## src/rtl/serial_cmp_pkg.sv

```systemverilog
// Shared types and sizing helpers for the serial magnitude comparator.
package serial_cmp_pkg;

  typedef enum logic [1:0] {
    IDLE = 2'd0,
    RUN  = 2'd1,
    DONE = 2'd2
  } state_t;

  // Number of CHUNK-bit slices in a WIDTH-bit operand.
  function automatic int unsigned nchunk(input int unsigned width, input int unsigned chunk);
    return width / chunk;
  endfunction

  // Chunk index register width: ceil(log2(n)), never below 1.
  function automatic int unsigned idx_width(input int unsigned n);
    return (n <= 1) ? 1 : $clog2(n);
  endfunction

endpackage

```

## src/rtl/serial_magnitude_comparator_chunk_compare.sv

```systemverilog
// Combinational unsigned magnitude compare of one W-bit slice.
module chunk_compare #(
  parameter int unsigned W = 4
) (
  input  logic [W-1:0] a,
  input  logic [W-1:0] b,
  output logic         lt_c,
  output logic         gt_c,
  output logic         eq_c
);

  assign lt_c = (a < b);
  assign gt_c = (a > b);
  assign eq_c = (a == b);

endmodule

```

## src/rtl/serial_magnitude_comparator.sv

```systemverilog
// Multi-cycle WIDTH-bit magnitude comparator, CHUNK bits per cycle, MSB chunk first.
// Build option: define SERIAL_CMP_EARLY_EXIT_EN to finish at the first differing chunk.
module serial_magnitude_comparator
  import serial_cmp_pkg::*;
#(
  parameter int unsigned WIDTH = 16,
  parameter int unsigned CHUNK = 4
) (
  input  logic             clk,
  input  logic             rst_n,
  input  logic             start,
  input  logic             signed_mode,
  input  logic [WIDTH-1:0] a,
  input  logic [WIDTH-1:0] b,
  output logic             busy,
  output logic             done,
  output logic             a_lt_b,
  output logic             a_gt_b,
  output logic             a_eq_b
);

  localparam int unsigned NCHUNK = nchunk(WIDTH, CHUNK);
  localparam int unsigned IDXW   = idx_width(NCHUNK);
  localparam logic [IDXW-1:0] TOP_IDX = IDXW'(NCHUNK - 1);

  state_t            state_q;
  logic [WIDTH-1:0]  a_q;
  logic [WIDTH-1:0]  b_q;
  logic              signed_q;
  logic [IDXW-1:0]   idx_q;
  logic              decided_q;
  logic              dec_gt_q;

  logic [CHUNK-1:0]  a_sl_c;
  logic [CHUNK-1:0]  b_sl_c;
  logic              lt_c;
  logic              gt_c;
  logic              eq_c;
  logic              res_dec_c;
  logic              res_gt_c;
  logic              res_lt_c;
  logic              exit_c;

  // Select the current slice; flipping both sign bits maps two's complement onto unsigned order.
  always_comb begin
    a_sl_c = '0;
    b_sl_c = '0;
    for (int unsigned i = 0; i < NCHUNK; i++) begin
      if (idx_q == IDXW'(i)) begin
        a_sl_c = a_q[i*CHUNK +: CHUNK];
        b_sl_c = b_q[i*CHUNK +: CHUNK];
      end
    end
    if (signed_q && (idx_q == TOP_IDX)) begin
      a_sl_c[CHUNK-1] = ~a_sl_c[CHUNK-1];
      b_sl_c[CHUNK-1] = ~b_sl_c[CHUNK-1];
    end
  end

  chunk_compare #(
    .W (CHUNK)
  ) u_chunk_compare (
    .a    (a_sl_c),
    .b    (b_sl_c),
    .lt_c (lt_c),
    .gt_c (gt_c),
    .eq_c (eq_c)
  );

  // An earlier decision always wins over the current slice.
  assign res_dec_c = decided_q | ~eq_c;
  assign res_gt_c  = decided_q ? dec_gt_q  : gt_c;
  assign res_lt_c  = decided_q ? ~dec_gt_q : lt_c;

`ifdef SERIAL_CMP_EARLY_EXIT_EN
  assign exit_c = (idx_q == '0) || !eq_c;
`else
  assign exit_c = (idx_q == '0);
`endif

  always_ff @(posedge clk) begin
    if (!rst_n) begin
      state_q   <= IDLE;
      a_q       <= '0;
      b_q       <= '0;
      signed_q  <= 1'b0;
      idx_q     <= '0;
      decided_q <= 1'b0;
      dec_gt_q  <= 1'b0;
      busy      <= 1'b0;
      done      <= 1'b0;
      a_lt_b    <= 1'b0;
      a_gt_b    <= 1'b0;
      a_eq_b    <= 1'b0;
    end else begin
      case (state_q)
        IDLE: begin
          if (start) begin
            a_q       <= a;
            b_q       <= b;
            signed_q  <= signed_mode;
            idx_q     <= TOP_IDX;
            decided_q <= 1'b0;
            dec_gt_q  <= 1'b0;
            a_lt_b    <= 1'b0;
            a_gt_b    <= 1'b0;
            a_eq_b    <= 1'b0;
            busy      <= 1'b1;
            state_q   <= RUN;
          end
        end
        RUN: begin
          if (!decided_q && !eq_c) begin
            decided_q <= 1'b1;
            dec_gt_q  <= gt_c;
          end
          if (exit_c) begin
            a_lt_b  <= res_lt_c;
            a_gt_b  <= res_gt_c;
            a_eq_b  <= ~res_dec_c;
            done    <= 1'b1;
            state_q <= DONE;
          end else begin
            idx_q <= idx_q - IDXW'(1);
          end
        end
        DONE: begin
          done    <= 1'b0;
          busy    <= 1'b0;
          state_q <= IDLE;
        end
        default: begin
          done    <= 1'b0;
          busy    <= 1'b0;
          state_q <= IDLE;
        end
      endcase
    end
  end

endmodule

```

## config.mk

```make
export PLATFORM = sky130hd
export DESIGN_NAME = serial_magnitude_comparator
export DESIGN_NICKNAME = d
export VERILOG_FILES = /design/src/rtl/serial_cmp_pkg.sv /design/src/rtl/serial_magnitude_comparator_chunk_compare.sv /design/src/rtl/serial_magnitude_comparator.sv
export SDC_FILE = /design/constraint.sdc
export NUM_CORES = 1
export LEC_CHECK = 0
export CORE_MARGIN = 2
export CORE_UTILIZATION = 46
export CTS_CLUSTER_DIAMETER = 80
export DETAILED_ROUTE_END_ITERATION = 8
export PLACE_DENSITY = 0.84
export SETUP_SLACK_MARGIN = 0.15
export SYNTH_ARGS = -nofsm -noshare
export SYNTH_HDL_FRONTEND = slang
export SYNTH_HIERARCHICAL = 1
export SYNTH_SLANG_ARGS = --single-unit
```

## constraint.sdc

```tcl
create_clock -name clk -period 2.51 [get_ports clk]
set_clock_uncertainty 0.15 [all_clocks]
set_input_delay 0.3765 -clock clk [delete_from_list [all_inputs] [get_ports clk]]
set_output_delay 0.3765 -clock clk [all_outputs]
set_load 0.005 [all_outputs]
```

**Where the registers sit**

The bar under the picture is 20 um long. Other sequential cells in the stronger gray, the rest of the logic in the fainter gray.
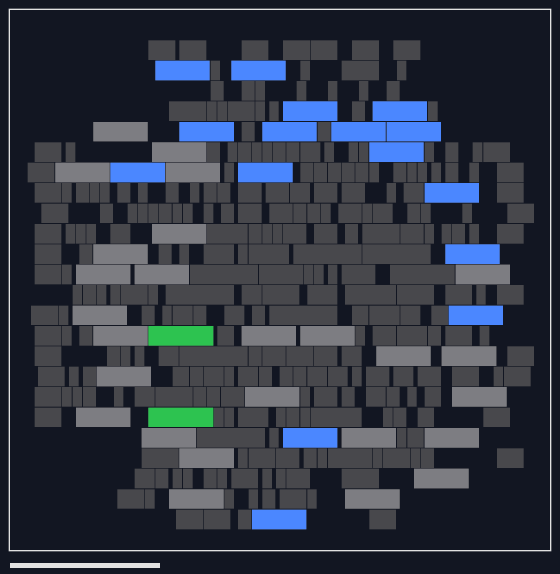
- `idx_q`: green (placed flops 2)
- `b_q`: blue (placed flops 16)
- not colored: 26

**I/O nets highlighted**

The bar under the picture is 20 um long.
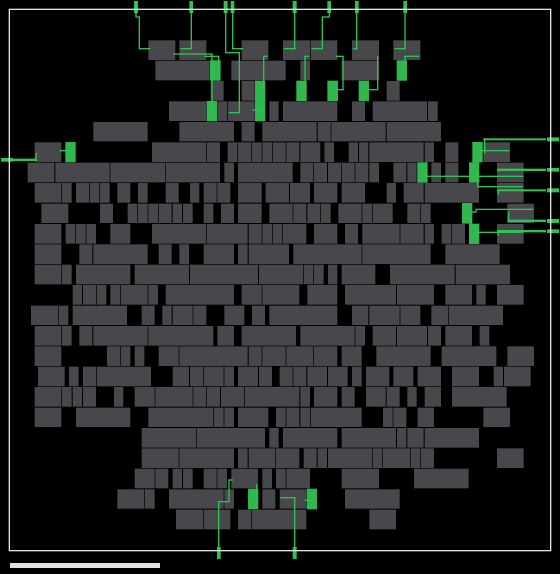
- `b`: green (bits 16; direction input; edge 8 top, 5 right, 2 bottom, 1 left; end cells 16; buffers 16; wire 211 um)

**The clock network**

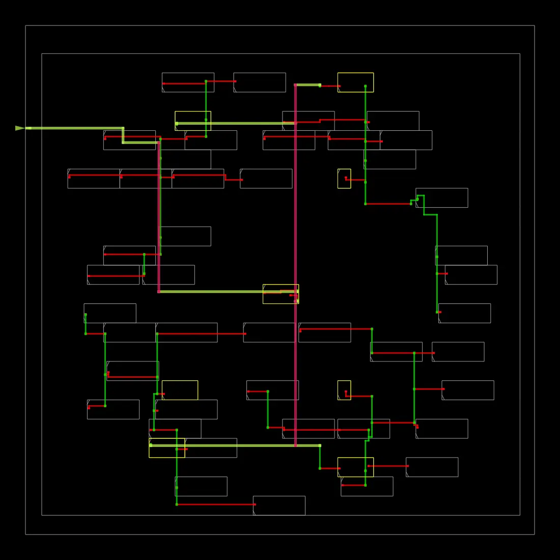
number of clock sinks: 44
power attributed to the clock group: 455 uW
Layout clock buffers: 6

**A small window of the routed layout**

Window x 0 to 40, y 32 to 72 um. Cells in gray, sequential cells in the stronger gray; small squares are vias.
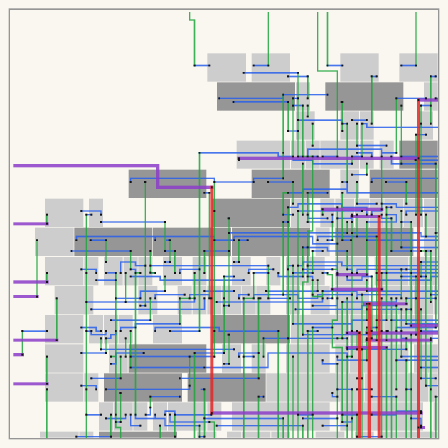
- met1: blue
- met2: green
- met3: purple
- met4: red
- sequential cells in the window: 14
- netlist names of flops here include: `a_q` (8), `b_q` (6)
- most frequent: nand2_1 (33), a21oi_1 (17), dfxtp_1 (14)
- cells with their middle in the window: 101

==> Slide: Implementation Results <==
Flow Results at a Glance

Clocking
  • Cts bufs inserted: 5
  • CTS tree: yes

Placement
  • Post-Place Cell Area: roughly 0.0026 mm2
  • Routability congestion estimate: roughly 0.83

STA
  • Relative max-transition margin: 53.5%
  • Final Max Slew Viols: 0
  • Count of endpoints failing hold in the final timing report: 0
  • Summed negative setup slack over all endpoints: 0 ns

Route
  • Detail-routed net length per standard cell: roughly 14 um
  • Violation count after the first detailed-route iteration: 101
  • Total detailed-routing wirelength: 5300 um
  • Pre-Repair DR Iteration Count: 6
  • Number of DRC violations after detailed routing: 0
  • Number of nets still failing antenna checks after routing: 0

Critical path
  • Critical Path, Cell by Cell: buf_6, ha_4, buf_8, a21oi_4, a22o_1, ha_4, nand2_4, o21bai_4, and2_4, nor2b_4, o211ai_1, mux2i_1
  • Crit-path max FO: 8
  • Maximum cell stage delay along the critical path: ~0.37 ns
  • Crit path launch: idx_q[1]
  • Most used cell along the critical path: sky130_fd_sc_hd__ha_4
  • Slowest stage cell, crit path: sky130_fd_sc_hd__dfxtp_4
  • Type of the setup path with the least slack: register to register
  • Worst reg2reg startpoint: idx_q[1]
  • CP required: 2.54 ns
  • Nature of the critical path endpoint: register
  • Arrival time worst endpoint: between 2 and 3 ns

Yosys
  • Gate count after technology mapping: 273
  • Number of unique standard cell types used by synthesis: 33
  • Mapped Nets: 318
  • Post-synth top area share: 41.4%
  • Syn_area_per_cell: 7.79 um2
  • Synth top cells by count: 80 x sky130_fd_sc_hd__nand2_1, 53 x sky130_fd_sc_hd__a21oi_1, 44 x sky130_fd_sc_hd__dfxtp_1, 16 x sky130_fd_sc_hd__inv_1, 9 x sky130_fd_sc_hd__ha_1
  • Dominant register cell in the synthesized netlist: sky130_fd_sc_hd__dfxtp_1
  • Share of async-settable or async-resettable flops after synthesis: 0%
  • Top cells by area, synth: sky130_fd_sc_hd__dfxtp_1 41%, sky130_fd_sc_hd__nand2_1 14%, sky130_fd_sc_hd__a21oi_1 12%, sky130_fd_sc_hd__ha_1 5.3%, sky130_fd_sc_hd__a22o_1 3.3%
  • Synthesized chip area reported by yosys: 0.00213 mm2
  • Yosys warning total: 6

Status
  • Result of the run: completed

Hold path
  • Worst hold-check path type: register to register

Run
  • Tool warning count: 33
  • Count of max-cap constraint violations: 0

Floorplan
  • Area of the chip: approximately 0.0052 mm2
  • Height of the chip: 72.0 um
  • Io pins: 41

Cells and area
  • Fill cell total of the finished layout: 351
  • Number of standard cells in the layout, taps in and fillers out: 371
  • Share of cells above drive strength 1: 18.2%
  • Final net count: 363

Power and ir drop
  • Static power due to leakage: around 1.1 nW

Global route
  • All-layer global routing usage: 21.0%
[area by class of cell]
type                            count  share of cell area [%]
Clock buffer                        6                    2.85
Clock inverter                      2                   0.346
Inverter                           16                    2.25
Multi-Input combinational cell    194                    42.8
Sequential cell                    44                    30.7
Tap cell                           52                    2.25
Timing Repair Buffer               57                    18.8
[per-stage QoR]
step	power [mW]	worst slack (ns)
finish	1.96	0.00347
floorplan	1.18	0.136
detailed placement	1.31	-0.0526
global placement	1.29	0.0564
global route	2.06	-0.0861
CTS	1.88	0.0977
[cell usage in the layout, fill, tap and decap left out, types with 3 or more instances in the layout]
| cell | instances |
|---|---|
| sky130_fd_sc_hd__clkbuf_8 | 6 |
| sky130_fd_sc_hd__mux2i_1 | 4 |
| sky130_fd_sc_hd__o21ai_1 | 7 |
| sky130_fd_sc_hd__a21oi_2 | 6 |
| sky130_fd_sc_hd__nand2_1 | 78 |
| sky130_fd_sc_hd__buf_4 | 14 |
| sky130_fd_sc_hd__a22o_1 | 8 |
| sky130_fd_sc_hd__clkdlybuf4s50_1 | 40 |
| sky130_fd_sc_hd__inv_2 | 3 |
| sky130_fd_sc_hd__dfxtp_1 | 42 |
| sky130_fd_sc_hd__ha_4 | 7 |
| sky130_fd_sc_hd__nor2_1 | 6 |
| sky130_fd_sc_hd__a21oi_1 | 47 |
| sky130_fd_sc_hd__inv_1 | 11 |
[routing by layer]
layer	routed length [um]	track usage (%)	vias up
li1	-	-	990
met1	2250	25.0	903
met2	2600	36.0	75
met3	285	4.72	15
met4	155	9.85	0
met5	0	0	-
[flip-flops by register name, summed over array words and instances (netlist names)]
name	flops
dec_gt_q	1
idx_q	2
a_q	16
signed_q	1
a_gt_b	1
state_q	2
b_q	16
done	1
a_eq_b	1
busy	1
a_lt_b	1
decided_q	1
[repair_timing]
action / CTS / global route
setup buffers: 9 / 1
pin swaps: 9 / 5
resized: 32 / 14
endpoints found under the setup margin: 4 / 4
[cells by family (layout without fill, tap and decap cells)]
| group | Yosys count | after routing | synth area share (%) |
|---|---|---|---|
| AOI/OAI and AO/OA | 75 | 75 | 20.4 |
| xor gates and xnor gates | 2 | 2 | 0.824 |
| adders and majority gates | 9 | 9 | 5.30 |
| buffers and inverters | 35 | 81 | 8.30 |
| DFF | 44 | 44 | 41.4 |
| muxes | 5 | 5 | 2.41 |
| and+or+nand+nor | 103 | 103 | 21.3 |
[report_power, final]
part | switching, mW | total [mW] | internal, mW
registers | 0.0484 | 0.802 | 0.754
logic | 0.329 | 0.701 | 0.372
clock network | 0.235 | 0.455 | 0.220
[final timing paths]
kind	to	cells past startpoint
setup reg to reg	a_lt_b	12
hold reg to reg	a_lt_b	2
hold / removal	a_lt_b	2
setup / recovery	a_lt_b	12
No activity file was given, so power comes from the tool's default toggle rates.
